$ cat config.mk
export PLATFORM = sky130hd
export DESIGN_NAME = shiftright_seq
export DESIGN_NICKNAME = d
export VERILOG_FILES = /design/src/rtl/shiftright_seq.sv
export SDC_FILE = /design/constraint.sdc
export NUM_CORES = 1
export LEC_CHECK = 0
export CORE_MARGIN = 5
export CORE_UTILIZATION = 40
export DETAILED_ROUTE_END_ITERATION = 6
export PLACE_DENSITY_LB_ADDON = 0.05
export SYNTH_ARGS = -nofsm -noshare
export SYNTH_HDL_FRONTEND = slang
export SYNTH_SLANG_ARGS = --single-unit
$ cat constraint.sdc
create_clock -name clk -period 1.6 [get_ports clk]
set_input_delay 0.16 -clock clk [delete_from_list [all_inputs] [get_ports clk]]
set_output_delay 0.16 -clock clk [all_outputs]
set_load 0.1 [all_outputs]
$ cat src/rtl/shiftright_seq.sv
// shiftright_seq: multi-cycle logical/arithmetic right shifter, one bit per clock, start/busy/done handshake
module shiftright_seq #(
  parameter int WIDTH   = 32,
  parameter int SHAMT_W = 5
) (
  input  logic               clk,
  input  logic               rst,
  input  logic               start,
  input  logic [WIDTH-1:0]   a,
  input  logic [SHAMT_W-1:0] shamt,
  input  logic               arith,
  output logic               busy,
  output logic               done,
  output logic [WIDTH-1:0]   y
);
  typedef enum logic [1:0] {IDLE, SHIFT, DONE} state_t;
  state_t             state;
  logic [SHAMT_W-1:0] cnt;
  logic               fill;
  // busy and done come straight from the state register, so no input reaches an output combinationally
  assign busy = state != IDLE;
  assign done = state == DONE;
  always_ff @(posedge clk) begin
    if (!rst) begin
      state <= IDLE;
      y     <= '0;
      cnt   <= '0;
      fill  <= 1'b0;
    end else begin
      case (state)
        IDLE: if (start) begin
          y     <= a;
          cnt   <= shamt;
          fill  <= arith & a[WIDTH-1];
          state <= (|shamt) ? SHIFT : DONE;
        end
        SHIFT: begin
          y     <= {fill, y[WIDTH-1:1]};
          cnt   <= cnt - 1'b1;
          state <= (cnt == SHAMT_W'(1)) ? DONE : SHIFT;
        end
        DONE:    state <= IDLE;
        default: state <= IDLE;
      endcase
    end
  end
endmodule

### Cell classes on the final placement

(4 px per um) Fill, decap, tap and diode cells in gray.
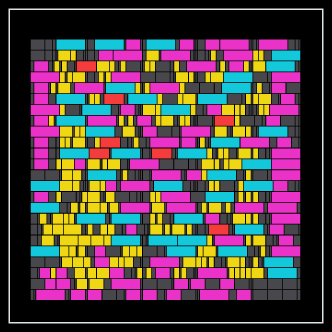
[yellow] all other logic | cells: 178 | share of their area: 31%
[magenta] other buffers and delay cells | cells: 85 | share of their area: 39%
[cyan] flip-flops | cells: 40 | share of their area: 26%
[red] clock drivers and dummy loads | cells: 7 | share of their area: 3.1%
Seq area share: 25.5%
design area: 3140 um^2
Final Util: 71.1%
core area: 4410 um^2
Cell Rows: 24

### Nets reached from selected ports

(4 px per um)
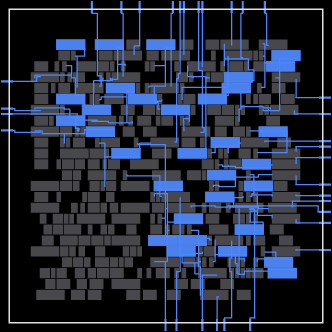
[blue] y | bits: 32 | direction: output | edge: 11 top, 11 right, 6 bottom, 4 left | end cells: 32 | buffers: 32 | wire: 1120 um

==> flow_summary.json <==
{
  "regArea_um2": 801,
  "logic_area_um2": 943,
  "tightest_slew_ns": 0.390,
  "final_cell_mix": "nand2_1, dfxtp_1, clkdlybuf4s50_1, buf_12",
  "cts_max_level": 2,
  "synth_warnings": 0,
  "first_global_vias": 1767,
  "yosysMostFrequentCell": "nand2_1",
  "p_clk_share_pct": 19.9,
  "cts_resized": 0,
  "buf_share_pct": 38.7,
  "rrSetupSlack_ns": 0.13,
  "rsz0062_at_grt": "false",
  "p_sw_share_pct": 41.1,
  "diodes": 0,
  "drt_iter0_drc": 98,
  "grt_pass1_wl_um": 8560,
  "cts_setup_buffers": 0,
  "p_seq_share_pct": 34.9,
  "cp-startpoint": "shamt[1]",
  "power_density_nw_per_um2": 1150,
  "flops": 40,
  "ys_sh_adder_pct": 1.35,
  "reg_top3": "y: 32 flops, cnt: 5 flops, state: 2 flops",
  "dr_wl_met2_um": 2570,
  "critPathCapture": "state[1]",
  "fp_util_pct": 41.9,
  "netlist_instances": 238,
  "common_cells": "nand2_1, dfxtp_1, a311oi_1, nor2_1, buf_2",
  "maxPowerGroup": "combinational cells",
  "p_comb_uw": 1630,
  "wl_met1_um": 2250,
  "grt_max_degree": 37,
  "cts_buffer_depth": 2,
  "crit_chain": "clkdlybuf4s50_1 > or4_1 > or4_1 > a21oi_1",
  "hpwl_um": 3890,
  "wl_per_cell_um": 14.5,
  "routed_wl_um": 5240,
  "critPathSlowestCell": "or4_1",
  "clk_share_pct": 3.07,
  "async_flop_share_pct": 0,
  "finalPower_uw": 3600,
  "yosys.cell_types.count": 29,
  "cts_tree": "built",
  "synth.logic.top_family": "simple AND/OR/NAND/NOR gates",
  "finalClockSkew_ns": 0.00393,
  "use_met2_pct": 28.5,
  "dieArea_um2": 6090,
  "nets": 353,
  "cp.required_ns": 1.82,
  "period_needed_ns": 1.51,
  "cts_root_buffer": "clkbuf_8",
  "ys_cells": 238,
  "yosys.area.top_type": "dfxtp_1",
  "firstDrtPassIters": 4,
  "pg_seq_uw": 1260,
  "ys_sh_simple_pct": 27.6,
  "combPwrFrac_pct": 45.2,
  "cellLeakagePower_uw": 0.00124,
  "flop_cell": "dfxtp_1",
  "finalWeightedCongestion": 0.912,
  "antenna_found_initial": 0,
  "avgSynthCellArea_um2": 7.78,
  "finalSetupViolCount": 0,
  "wl_met3_um": 336,
  "postRouteAntennaNets": 0,
  "syn_area_um2": 1850,
  "lay_top_count": "nand2_1",
  "numCtsBuffers": 5,
  "met1_usage_pct": 22.1,
  "clkTransAtPathRegs_ns": 0.07,
  "slowest_delay_ns": 0.55,
  "mux_share_pct": 0,
  "xor_area_share_pct": 0,
  "hold_buffers": 0,
  "hp-start": "a[15]",
  "grt.total_usage_pct": 17.2,
  "finalMaxSlewViolations": 0,
  "layout_setup_ws_ns": 0.0866,
  "ios": 75,
  "status": "finished clean",
  "cp.buffers_inverters": 1,
  "nWellTaps": 52,
  "clock-sinks": 40,
  "numSynthFlops": 40,
  "comb_share_pct": 30.1,
  "worst_path_dominant_cell_family": "simple AND/OR/NAND/NOR gates",
  "ys_seq_share_pct": 43.3,
  "highest_layer": "met4",
  "min_to": "y[15]",
  "power.switching_uw": 1480,
  "num-nonclk-buffers": 85,
  "rr_startpoint": "state[0]",
  "cp_common_cell": "or4_1",
  "drc": 0,
  "via_count": 1944,
  "intPower_uw": 2120,
  "syn_to_final_growth_pct": 69.6,
  "fillers": 367,
  "synth_nets": 281,
  "post_dp_cell_area_um2": 3040,
  "dominant_cells": "non-clock buffers",
  "compound_area_share_pct": 21.8,
  "holdWs_ns": 0.445,
  "port_buffers": 74,
  "clock_buffers": 7,
  "insertion_delay_ns": 0.28,
  "warnings": 27,
  "inverters": 5,
  "fmax_mhz": 661,
  "hold_violations": 0,
  "max_cap_viol_count": 0,
  "vdd_drop_max_v": 0.000739,
  "finalClockPeriodUsage_pct": 94.6,
  "cp-end-kind": "flop",
  "topCellsByArea": "dfxtp_1, a311oi_1, nand2_1, nor2_1, buf_2",
  "viasPerCell": 5.37,
  "largest_register": "y",
  "pre_cts_ws_ns": -0.183,
  "arrival_ns": 1.73,
  "synth-edff-count": 0
}
